## src/rtl/iter_shifter_pkg.sv

```systemverilog
// Shared shift-path definitions: op encodings and FSM state encodings.
// Also imported by the ALU decoder so both agree on the op numbering.
package iter_shifter_pkg;

  typedef enum logic [2:0] {
    OP_ROL = 3'd0,
    OP_SLL = 3'd1,
    OP_ROR = 3'd2,
    OP_ASR = 3'd3,
    OP_SRL = 3'd4
  } op_e;

  typedef enum logic [1:0] {
    ST_IDLE  = 2'd0,
    ST_SHIFT = 2'd1,
    ST_DONE  = 2'd2
  } state_e;

  localparam logic [2:0] OP_LAST = 3'd4;

  // Encodings 5..7 are reserved and pass the operand through unchanged.
  function automatic logic op_reserved(input logic [2:0] op);
    return op > OP_LAST;
  endfunction

endpackage

```

## src/rtl/shift_step.sv

```systemverilog
// Single combinational shift stage: applies 0..STEP positions of one op.
// Built as STEP chained one-position shifts so every op shares one structure.
module shift_step
  import iter_shifter_pkg::*;
#(
  parameter int WIDTH = 16,
  parameter int STEP  = 2,
  parameter int SW    = $clog2(STEP + 1)
) (
  input  logic [WIDTH-1:0] data,
  input  logic [2:0]       op,
  input  logic [SW-1:0]    amt,
  output logic [WIDTH-1:0] result
);

  always_comb begin
    result = data;
    for (int i = 0; i < STEP; i++) begin
      if (i < int'(amt)) begin
        case (op)
          OP_ROL:  result = {result[WIDTH-2:0], result[WIDTH-1]};
          OP_SLL:  result = {result[WIDTH-2:0], 1'b0};
          OP_ROR:  result = {result[0], result[WIDTH-1:1]};
          OP_ASR:  result = {result[WIDTH-1], result[WIDTH-1:1]};
          OP_SRL:  result = {1'b0, result[WIDTH-1:1]};
          default: result = result;
        endcase
      end
    end
  end

endmodule

```

## src/rtl/iter_shifter.sv

```systemverilog
// Multi-cycle iterative shifter: consumes up to STEP positions per cycle,
// with valid/ready on both sides and back-to-back accept from DONE.
module iter_shifter
  import iter_shifter_pkg::*;
#(
  parameter int WIDTH = 16,
  parameter int STEP  = 2,
  parameter int AMT_W = $clog2(WIDTH)
) (
  input  logic             clk,
  input  logic             rst_n,
  input  logic             in_valid,
  output logic             in_ready,
  input  logic [WIDTH-1:0] in_data,
  input  logic [2:0]       in_op,
  input  logic [AMT_W-1:0] in_amt,
  output logic             out_valid,
  input  logic             out_ready,
  output logic [WIDTH-1:0] out_data,
  output logic             busy
);

  localparam int SW = $clog2(STEP + 1);

  // Handshake: a transfer happens on a rising edge where valid && ready.
  // in_ready is high in IDLE, and in DONE it follows out_ready so a new
  // request can enter on the same edge the previous result leaves.
  state_e           state;
  logic [WIDTH-1:0] data_q;
  logic [2:0]       op_q;
  logic [AMT_W-1:0] remaining;
  logic [SW-1:0]    step_amt;
  logic [WIDTH-1:0] step_data;
  logic [AMT_W-1:0] remaining_next;
  logic             accept;
  logic             bypass;

  assign in_ready = (state == ST_IDLE) || ((state == ST_DONE) && out_ready);
  assign accept   = in_valid && in_ready;
  assign bypass   = (in_amt == '0) || op_reserved(in_op);
  assign out_data = data_q;

  // A remaining count below STEP always fits SW bits, so the narrowing is safe.
  always_comb begin
    if (int'(remaining) < STEP) step_amt = SW'(remaining);
    else                        step_amt = SW'(STEP);
  end

  assign remaining_next = remaining - AMT_W'(step_amt);

  shift_step #(
    .WIDTH (WIDTH),
    .STEP  (STEP),
    .SW    (SW)
  ) u_step (
    .data   (data_q),
    .op     (op_q),
    .amt    (step_amt),
    .result (step_data)
  );

  always_ff @(posedge clk) begin
    if (!rst_n) begin
      state     <= ST_IDLE;
      data_q    <= '0;
      op_q      <= '0;
      remaining <= '0;
      out_valid <= 1'b0;
      busy      <= 1'b0;
    end else begin
      case (state)
        ST_SHIFT: begin
          data_q    <= step_data;
          remaining <= remaining_next;
          if (remaining_next == '0) begin
            state     <= ST_DONE;
            out_valid <= 1'b1;
          end
        end
        default: begin
          if (accept) begin
            data_q <= in_data;
            op_q   <= in_op;
            busy   <= 1'b1;
            if (bypass) begin
              state     <= ST_DONE;
              remaining <= '0;
              out_valid <= 1'b1;
            end else begin
              state     <= ST_SHIFT;
              remaining <= in_amt;
              out_valid <= 1'b0;
            end
          end else if ((state == ST_DONE) && out_ready) begin
            state     <= ST_IDLE;
            out_valid <= 1'b0;
            busy      <= 1'b0;
          end
        end
      endcase
    end
  end

endmodule

```

## config.mk

```make
export PLATFORM = sky130hd
export DESIGN_NAME = iter_shifter
export DESIGN_NICKNAME = d
export VERILOG_FILES = /design/src/rtl/iter_shifter_pkg.sv /design/src/rtl/shift_step.sv /design/src/rtl/iter_shifter.sv
export SDC_FILE = /design/constraint.sdc
export NUM_CORES = 1
export LEC_CHECK = 0
export ABC_AREA = 1
export CAP_MARGIN = 40
export CORE_MARGIN = 2
export CORE_UTILIZATION = 55
export DETAILED_ROUTE_END_ITERATION = 10
export PLACE_DENSITY = 0.92
export SLEW_MARGIN = 20
export SYNTH_ARGS = -nofsm -noshare
export SYNTH_HDL_FRONTEND = slang
export SYNTH_HIERARCHICAL = 1
export SYNTH_SLANG_ARGS = --single-unit
```

## constraint.sdc

```tcl
create_clock -name clk -period 2.75 [get_ports clk]
set_input_delay 0.55 -clock clk [delete_from_list [all_inputs] [get_ports clk]]
set_output_delay 0.55 -clock clk [all_outputs]
set_load 0.02 [all_outputs]
```

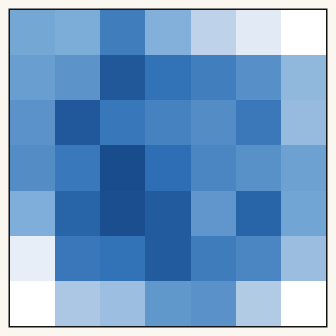
**Above:** run 1 (local utilization).
7 x 7 tiles, from white (low) to dark blue (high), 0 to 100% covered.
tiles over 75% full = 16%
fullest tile = 89%
mean over tiles = 56%
Std-Cell Core Area: 4294 µm²
final standard cell utilization of the core: 0.6600
initial cell density of the core: 0.5621

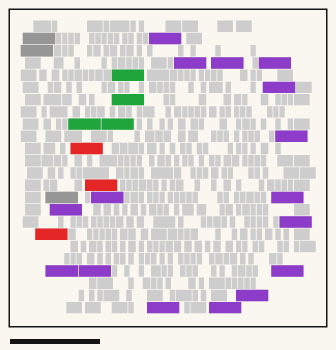
**Above:** run 1 (where the registers sit).
The bar under the picture is 20 µm long.
purple -> `out_data`  # sequential cells 16, where spread over the die
red -> `op_q`  # sequential cells 3
green -> `remaining`  # sequential cells 4
sequential portion of the cell area: 0.1837
Register Area: 520.5 µm²
power in sequential cells: 0.000566 W

==> notes.md, run 1 <==
Physical implementation

The flow ran to the end, and the final reports show no timing, DRC or antenna violations. Setup repair after global routing left no endpoint under its margin. The count of clock tree sinks is 26. For the clock group, total power comes out at 0.000226 W. The dominant register cell is sky130_fd_sc_hd__dfxtp_1.

The initial antenna violation count is 0. Timing would allow up to 411.1 MHz. The number of warnings reported in the yosys synthesis log is 6. Across the placement rows, the number of tap cells is 52.

Of the total synthesized cell area, the portion taken by AND-OR and OR-AND cells is 0.07776. The total inserted antenna cells is 0. The count of mapped cells out of synthesis is 453.

The mux cell area share after synthesis is 0. The detail route stage leaves a number of antenna-violating nets equal to 0. By instance count after routing, the leading logic cell types are sky130_fd_sc_hd__nand2_1, sky130_fd_sc_hd__nor2_1, sky130_fd_sc_hd__nand3_1, sky130_fd_sc_hd__clkdlybuf4s50_1, sky130_fd_sc_hd__inv_1. The number of buffers inserted during clock tree synthesis is 3. The average wire length per cell after detail routing is 11.82 µm. The clock transition at the registers of the reported paths is ~100 ps. The number of I/O port buffers is 45. After detailed placement, the total cell area comes to 2793 µm². After routing, the total negative slack on setup checks comes to 0 ps. The reported net switching power is ~0.0012 W. The cell taking the most area after synthesis is sky130_fd_sc_hd__nand2_1. The finished cells cover 2834 µm².

For this design the top-level I/O count stands at around 46. Looking at the post-CTS report, the setup buffer insertion count equals 0. The final net count is 514. The number of iterations in the first detailed-routing pass is 6. The chip area in the Yosys report is 2414 µm².

The leftover overflow at the end of global routing is 0. The worst IR drop on VDD is 0.3860 mV. Per the CTS log, the maximum H-tree level is 1. The worst-case clock skew is a little over 8 ps. The post-synth tally of flip-flops with integrated enable is 0. The biggest cell category by area in the final layout is logic gates. After clock tree synthesis, the flow added hold-fix buffers numbering 0. Per the final report, the share of cell area in clock cells is 0.01457.
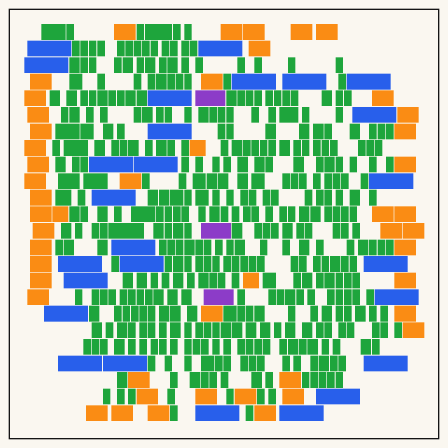
**Above:** run 1 (placed cells, one colour a class).
blue -> sequential cells  # cells 26, share of their area 19%
green -> combinational and other logic  # cells 407, share of their area 63%
orange -> remaining buffers and delay cells  # cells 48, share of their area 17%
purple -> clock drivers  # cells 3, share of their area 1.5%

run 1: routing by layer:
layer  share of wire  vias to the layer above  wire (µm)  track usage
met3           0.064                       17        404      0.03030
met4           0.021                        0        133       0.1218
met2            0.49                      122       3104       0.4717
met5               0                        -          0            0
li1                -                     1468          -            -
met1            0.43                     1262       2694       0.3286
run 1: worst min-delay path: cells and delay by family (launching register included):
| kind | cells | cell delay [ps] |
|---|---|---|
| flip-flops | 1 | 330 |
| AND/OR/NAND/NOR | 1 | 60 |
| AND-OR/OR-AND | 1 | 60 |
run 1: path summary, 6_finish.rpt:
check / end
min: busy$_SDFFE_PN0P_
min reg2reg: busy$_SDFFE_PN0P_
max reg2reg: out_data[14]$_SDFFE_PN0P_
max: in_ready
## Run 2: what changed since run 1
Settings changed: CORE_MARGIN 2 to default, GPL_TIMING_DRIVEN from default to 0.
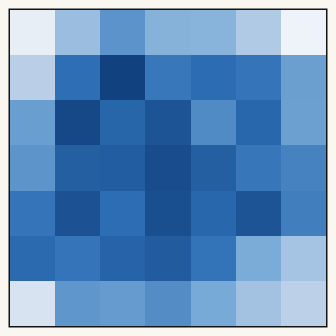
**Above:** run 2 (local utilization).
7 x 7 tiles, from white (low) to dark blue (high), 0 to 100% covered.
tiles over 75% full = 37%
densest ninth of the die = middle
mean over tiles = 63%
fullest tile = 93%

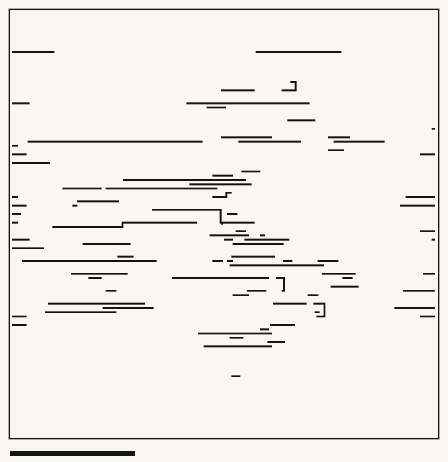
**Above:** run 2 (M3 wires).
The bar under the picture is 20 µm long.
longest straight run = 27.6 µm
share of all routed wire = 7.1%
main direction = horizontal
nets with wire on the layer = 69
wire length on this layer = 487 µm
number of vias after detailed routing: 2993
post-detailed-routing wire length: 6811 µm
GRT met3 Usage: 0.04167

==> notes.md, run 2 <==
Physical implementation

The total met2 wirelength after detailed routing came to 3250 µm (+4.7%). The worst-case clock skew is 3.558 ps (-4.505 ps). The worst hold slack is 471.8 ps. The routed length on met3 is 487 µm (+21%).

The accumulated negative setup slack is 0 ps (unchanged). The met1 capacity usage during global routing came to 0.3847 (+0.05612). The number of buffers added to fix hold violations after cts is 0 (unchanged). The CTS H-tree depth came to 1 (unchanged). The number of I/O port buffers is 44 (-2.2%).

The fill cell instance count of the final layout is 364. The type of the tightest min-delay check is flop to flop. The average wire length per cell after detail routing came to 12.36 µm (+4.6%). The sequential cell area fraction in the yosys report is 0.2157. The biggest cell category by area in the final layout is logic gates. The relative area of clock buffers and inverters in the final design is 0.02387 (+0.009300).

The highest routed metal layer is met4. The final net count was 530 (+3.1%). The chip area in the Yosys report is 2414 µm² (unchanged). The number of maximum-capacitance violations recorded for the run is 0. The floorplan core area came to 4115 µm² (-4.2%). The number of buffers inserted during clock tree synthesis is 3 (unchanged). Per the timing report, the most critical flop-to-flop path finishes at out_data[1]$_SDFFE_PN0P_. The number of iterations in the first detailed-routing pass is 5 (-1). The clock transition at the registers of the reported paths is 100 ps (about the same).

Sorting the Yosys area breakdown by cell type puts at the top sky130_fd_sc_hd__nand2_1. The worst slack at placement is between 200 and 300 ps. STA classifies the critical path endpoint as a primary output. The register bit count reported by yosys is 26. The run finished with clean final reports.

The effective utilization at floorplan is 0.5865 (+0.02444). The filler-free cell count of the finished design is about 550. The maximum clock frequency is 405.9 MHz (-1.3%). Sorting the synthesized cells by area gives the leading types as sky130_fd_sc_hd__nand2_1, sky130_fd_sc_hd__dfxtp_1, sky130_fd_sc_hd__nor2_1. The count of clock tree sinks was 26 (unchanged).

The total inserted antenna cells came to 0 (unchanged). The delay of the slowest critical-path stage is between 600 and 700 ps. In this run the worst setup path terminates at in_ready. The wire length the detailed router placed on met1 is 2954 µm (+9.7%). The leftover overflow at the end of global routing is 0 (unchanged). The post-synth tally of flip-flops with integrated enable is 0 (unchanged). Of the post-synthesis cell area, the dominant cell type holds 0.2737.

The worst IR drop on VDD was 0.4161 mV (+7.8%). Ranking logic cells in the layout by count gives the top entries sky130_fd_sc_hd__nand2_1, sky130_fd_sc_hd__nor2_1, sky130_fd_sc_hd__nand3_1, sky130_fd_sc_hd__clkdlybuf4s50_1, sky130_fd_sc_hd__inv_1. The placed instance area is 2917 µm² (+4.4%). The count of mapped cells out of synthesis is 453 (unchanged).

The layer carrying the most global-route usage is met2. For hold timing, the worst endpoint is busy$_SDFFE_PN0P_. The global placement routability congestion is 0.9148. The buffering stage count on the worst path with inverters included is 2. The final design instance area without fill was 2988 µm² (+5.4%). The number of warnings reported in the yosys synthesis log was 6 (unchanged). The initial antenna violation count is 0 (unchanged). The relative area of non-clock buffer cells in the final design is 0.2006. The fraction of area in registers is 0.1742 (-0.009460). The number of antenna-violating nets in the routed design is 0 (unchanged).

The total area of sequential cells is 520.5 µm² (unchanged). The cell at the root of the clock tree is sky130_fd_sc_hd__clkbuf_8. The final core utilization is 0.7261 (+0.06609). The number of primary I/O pins is 46 (unchanged). The share of the final layout cell area in multi-input gates is 0.5255. The dominant register cell is sky130_fd_sc_hd__dfxtp_1. The met2 demand-to-capacity share in global routing is 0.5392 (+0.06752). The well tap count was 50 (-3.8%). The post-CTS setup buffer count is 0 (unchanged). Setup repair after global routing left no endpoint under its margin.
## run 2: cell counts after synthesis
Identical to the previous run, type by type.
## run 2: power breakdown
group,switching (W),leakage [nW],internal (W)
combinational,0.00109,1.27,0.000665
clock,0.000135,0.0357,0.000195
sequential,0.000104,0.215,0.000461
total,0.00133,1.52,0.00132
## run 2: cell families after synthesis
family | Yosys count | share of synthesized area
AND/OR/NAND/NOR | 328 | 0.5661
buffers and inverters | 63 | 0.1337
AND-OR/OR-AND | 34 | 0.07776
flip-flops | 26 | 0.2157
adder cells (fa/ha/maj) | 1 | 0.005183
other | 1 | 0.001554
## Run 3: what changed since run 2
Settings changed: DONT_BUFFER_PORTS from default to 1, PLACE_DENSITY 0.92 to 0.78.
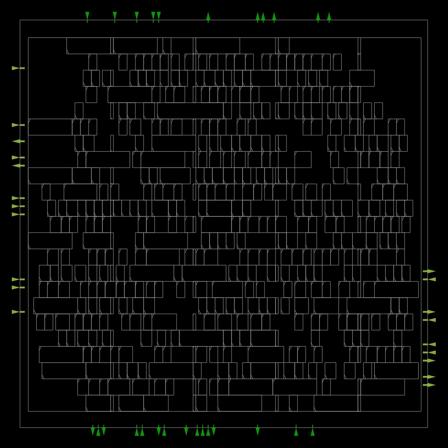
**Above:** run 3 (cell outlines without signal wires).
filler cell count in the final layout: 427
Std-Cell Core Area: 4115 µm²
final standard cell utilization of the core: 0.6190
sequential portion of the cell area: 0.2043
Flop Count: 26

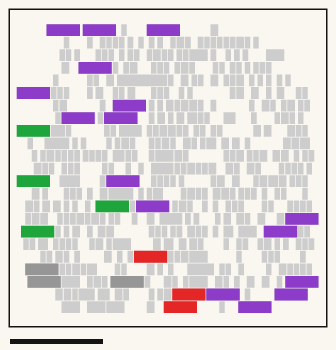
**Above:** run 3 (where the registers sit).
The bar under the picture is 20 µm long.
purple -> `out_data`  # sequential cells 16, where spread over the die
red -> `op_q`  # sequential cells 3
green -> `remaining`  # sequential cells 4, where left middle
not coloured = 3

==> notes.md, run 3 <==
Physical implementation

The number of primary I/O pins is 46 (unchanged). The worst hold slack was 400.9 ps (-70.91 ps). The library cells used most frequently in the layout, excluding fill and tap cells, are sky130_fd_sc_hd__nand2_1, sky130_fd_sc_hd__nor2_1, sky130_fd_sc_hd__nand3_1, sky130_fd_sc_hd__inv_1, sky130_fd_sc_hd__dfxtp_1.

The routed length on met3 is 342 µm (-30%). The placed instance area is 2476 µm² (-15%). The average wire length per cell after detail routing is 12.47 µm (+0.84%). The capturing element type of the critical path is a flop. The layer carrying the most global-route usage is met2. The portion of total power attributed to sequential cells is 0.264 (+0.051).

The met1 capacity usage during global routing is 0.3711 (-0.01355). The count of mapped cells out of synthesis was 453 (unchanged). The post-synth tally of flip-flops with integrated enable came to 0 (unchanged). The number of iterations in the first detailed-routing pass came to 5 (unchanged). The flip-flop and latch power is 0.000651 W (+15%). The met2 demand-to-capacity share in global routing came to 0.4841 (-0.05515). The worst slack at placement was 741.0 ps (+451.0 ps).

sky130_fd_sc_hd__nand2_1 takes more of the synthesized area than any other cell. The worst IR drop on VDD is 0.4304 mV (+3.4%). The number of warnings reported in the yosys synthesis log is 6 (unchanged). The final design instance area without fill was 2547 µm² (-15%).

The total met2 wirelength after detailed routing is 2950 µm (-9.2%). The reported net switching power is 0.001287 W (-2.9%). The total internal power was 0.001180 W (-11%). The global placement routability congestion came to 0.8480 (-7.3%). The total number of vias is 2699 (-9.8%). The run finished with clean final reports. The buffering stage count on the worst path with inverters included is 4 (+2).

The capture point of the worst register-to-register path is recorded as out_data[8]$_SDFFE_PN0P_. The aggregate routed wire length came to 6320 µm (-7.2%). The wire length the detailed router placed on met1 is 2958 µm (+0.14%).

The share of the synthesized area in the top cell type came to 0.2737 (unchanged). The combinational power is 0.00149 W (-15%). The number of antenna-violating nets in the routed design is 0 (unchanged). The register bit count reported by yosys is 26 (unchanged).

The maximum clock frequency is 483.1 MHz (+19%). The top contributor to total power is combinational logic. The delay of the slowest critical-path stage is 320 ps (-300 ps). The number of I/O port buffers is 0 (-100%). The end point of the critical path is out_data[8]$_SDFFE_PN0P_.

Setup repair after global routing left no endpoint under its margin. The sequential cell area fraction in the yosys report is 0.2157 (unchanged). The total area of sequential cells is 520.5 µm² (unchanged). The total inserted antenna cells is 0 (unchanged). The final net count came to 486 (-8.3%). The proportion of total power due to net switching is 0.5216 (+0.02078). The worst hold endpoint is op_q[0]$_SDFFE_PN0P_. The highest routed metal layer is met4. The number of buffers added to fix hold violations after cts is 0 (unchanged). The cell sitting at the root of the clock tree is a sky130_fd_sc_hd__clkbuf_8.

The clock transition at the registers of the reported paths is 100 ps (about the same). The post-CTS setup buffer count is 0 (unchanged). The count of clock tree sinks is 26 (unchanged).
run 3: cell counts after synthesis:
Identical to the previous run, type by type.
run 3: kinds of logic after synthesis:
family | after synthesis | synth area share
buf+inv | 63 | 0.1337
simple gates | 328 | 0.5661
other cells | 1 | 0.001554
fa+ha+maj | 1 | 0.005183
flops | 26 | 0.2157
compound gates | 34 | 0.07776
run 3: final cells by class:
| type | count | share of cell area |
|---|---|---|
| Multi-Input combinational cell | 364 | 0.6164 |
| Clock inverter | 1 | 0.01179 |
| Inverter | 43 | 0.06434 |
| Clock buffer | 3 | 0.01621 |
| Buffer | 20 | 0.06238 |
| Tap cell | 50 | 0.02456 |
| Sequential cell | 26 | 0.2043 |
Power is estimated from default activity; no workload was simulated.
